Design lc3_imem_responder, sky130hd; sources not shown.
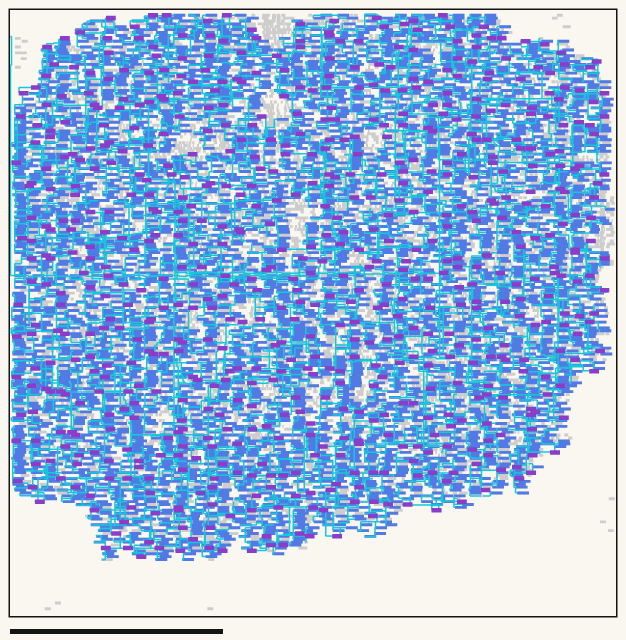
Figure 1: routed clock nets over the placement.
Scale bar: 200 um.
Key: flip-flops = blue [count 4130]; clock-net drivers = purple [count 669]; clock wires = cyan [length 49.5 mm]
Position of the flops: widely spread.
share of power burned in the clock network: 52.5%
P_clk: 47.7 mW
later-pin clock latency in the skew report: 1.04 ns

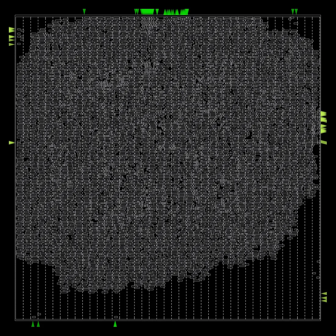
Figure 2: placed standard cells.
flip-flops: 4130
utilization of the core after routing: 60.7%
Core Rows: 207
Tapcells: 4284
# fillers: 22238

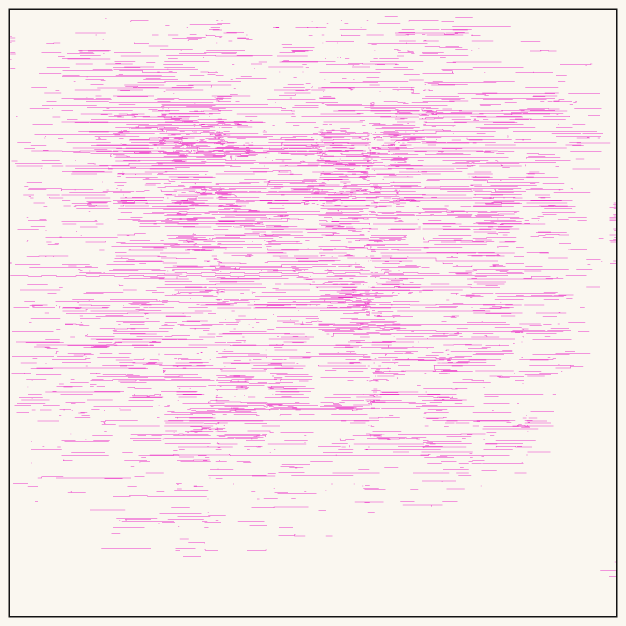
Figure 3: the metal 3 layer.
The layer carries 55.1 mm of wire. The wires run mostly horizontal. The longest straight run is 198 um. 1221 nets have wire on it. The layer holds 12% of the routed length.
met3 GRT Util: 6.85%
overall via count from detail_route: 87544
total length of routed wires: 476000 um

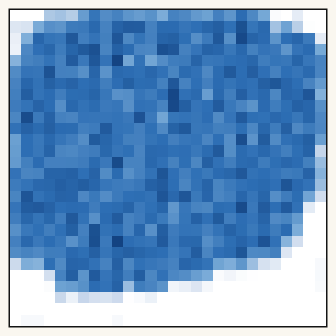
Figure 4: placement density heat map.
The die is cut into 28 by 28 equal tiles; white is low, dark blue is high, 0 to 100% covered.
The emptiest ninth of the die: lower right. The mean over all tiles is 58%. 15% of the tiles are nearly empty. The fullest tile reaches 92%.
starting utilization of the core area: 50.4%
placeable core region: 319000 um^2

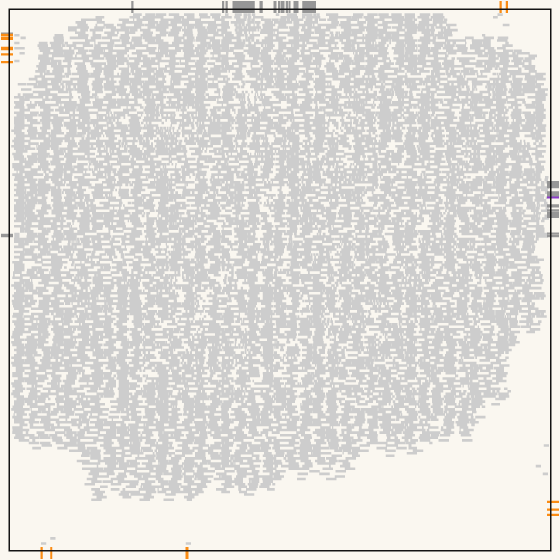
Figure 5: I/O pins on the die edge.
Pins as bars across the die edge, other pins in gray.
Key: load_data = orange [pins 16, direction input, edge 7 left, 4 bottom, 3 right, 2 top]; rst = purple [pins 1, direction input, edge right]
All pins by edge: 50 top, 22 right, 10 left, 4 bottom.
height of the chip: 569 um
number of port buffers: 85
horizontal die dimension: 569 um

==> summary.txt <==
Notes on the physical implementation.

- The run finished with clean final reports.
- After synthesis, the chip area reported by Yosys is ~160000 um^2.
- The TritonCTS clock tree is built, for reference.
- The top flip-flop cell by instance count after synthesis is edfxtp_1, for reference.
- The final count of pins violating max slew is 0, for reference.
- Yosys stat counts roughly 7800 cells in the synthesized netlist.
- Including well taps, the total number of placed cells is roughly 12000.
- The maximum root-to-sink buffer count is 4, for reference.
- The type of origin of the critical path is a primary input, for reference.
- The slew at the pin with the worst max-slew slack is 1.41 ns, for reference.
- Setup repair after global routing left no endpoint under its margin.
- The clock period minus worst slack is 4.09 ns, for reference.
- In the layout the commonest cells are 4096 x edfxtp_1, 719 x mux4_2, 676 x clkbuf_16.
- Per the area breakdown, the dominant cell category is flip-flops and latches.
- The number of cells on the worst reg-to-reg path is 7.
- In the synthesized netlist, the number of instances is roughly 7800.
- The detailed-route DRC error count is 0, for reference.
- The total chip power is ~90 mW, for reference.
- The global-route wire length before repair is about 670000 um, for reference.
- The synthesis-to-layout area growth is 20.5%, for reference.
- The routed design shows a via density per instance of between 6 and 7.
- The net switching power in the latest report is 19.7 mW.
- The layer with the highest usage is met2, for reference.
- In the synthesized netlist, the dominant kind of combinational cell is multiplexers.
- On met2, the global router reports a usage of a little under half.
- The worst-case headroom to the max-slew limit is under 10%, for reference.
- Looking at the worst setup and hold paths, the clock pins of their registers show a slew of about 0.050 ns.
- The filler-free cell count of the finished design is between 10000 and 15000, for reference.
- The synthesized netlist net count is 7811, for reference.
- The post-synthesis xor/xnor area fraction is less than 1%, for reference.
- The number of warnings reported in the yosys synthesis log is 0, for reference.
- The peak fanout along the critical path is 8, for reference.
- Counting buffers and inverters, the worst setup path is 11 cells deep.
- The cell area after technology mapping is between 150000 and 200000 um^2, for reference.
- Looking at the VDD voltage map, the peak drop is 0.366 mV.
- The layout summary lists the proportion of cells stronger than drive strength 1 as approximately 29%.
- Counting flops with an async set or reset pin after synthesis yields a share of less than 1%.
- The most common cell type on the critical path is a31oi_1, for reference.
- Once routing completed, OpenROAD measured the worst setup slack at 0.812 ns.
- The area of combinational cells with multiple inputs is roughly 34000 um^2, for reference.
- The average routed wire per standard cell is 35.0 um, for reference.
- The cell-internal power is 71.2 mW, for reference.
- The signal on the critical path passes through buf_2 -> buf_12 -> nand2b_1 -> nor2_1 -> buf_4 -> o31ai_1 -> a21oi_1 -> or4_1 -> a31oi_1 -> a31oi_1 -> a221o_1.
- The clock buffer and inverter area fraction after layout is a little under an eighth, for reference.
- The reported combinational group power is roughly 4.2 mW, for reference.
- In the post-synthesis netlist, the biggest area contributors are edfxtp_1 76%, mux4_2 10%, mux2i_1 3.8%, a221oi_1 0.95%, nor2_1 0.86%.
- The kind of cell with the highest combined delay along the critical path is simple AND/OR/NAND/NOR gates.
- The register bit count reported by yosys is about 4100, for reference.
- The number of logic gates is ~3100, for reference.
- The data required time at the worst endpoint is roughly 5.8 ns, for reference.
- In this run, the synthesized area fraction spent on AND-OR/OR-AND gates is recorded as approximately 4.2%.
- Per the layout area report, the combinational fraction of cell area is between 10% and 20%.
- The highest achievable clock rate is roughly 240 MHz, for reference.
- The flip-flop and latch share of the layout cell area is between 60% and 70%, for reference.
- The min-delay analysis places its worst path in the category in2async.
- The unique cell type count in the Yosys netlist is 80, for reference.
- Across the whole layout, storage elements account for approximately 120000 um^2.
- The placement-stage worst setup slack is -0.131 ns, for reference.
- The global route stage reports its total congestion overflow as 0.
- The final-layout worst hold slack is 0.197 ns, for reference.
- The sequential logic power is approximately 39 mW, for reference.
- After clock tree synthesis, the setup repair step added 0 buffers.
- For this run, the total global-route usage over all layers was measured as a little under 30%.
- The number of routed nets with antenna violations is 0, for reference.
- The via count of the first global-routing pass was 86611.
- The total negative setup slack is 0 ns, for reference.
- The top-area cell type share of the netlist area is 76.4%, for reference.
- The number of hold-slack violations in the final timing report is 0, for reference.
No activity file was given, so power comes from the tool's default toggle rates.
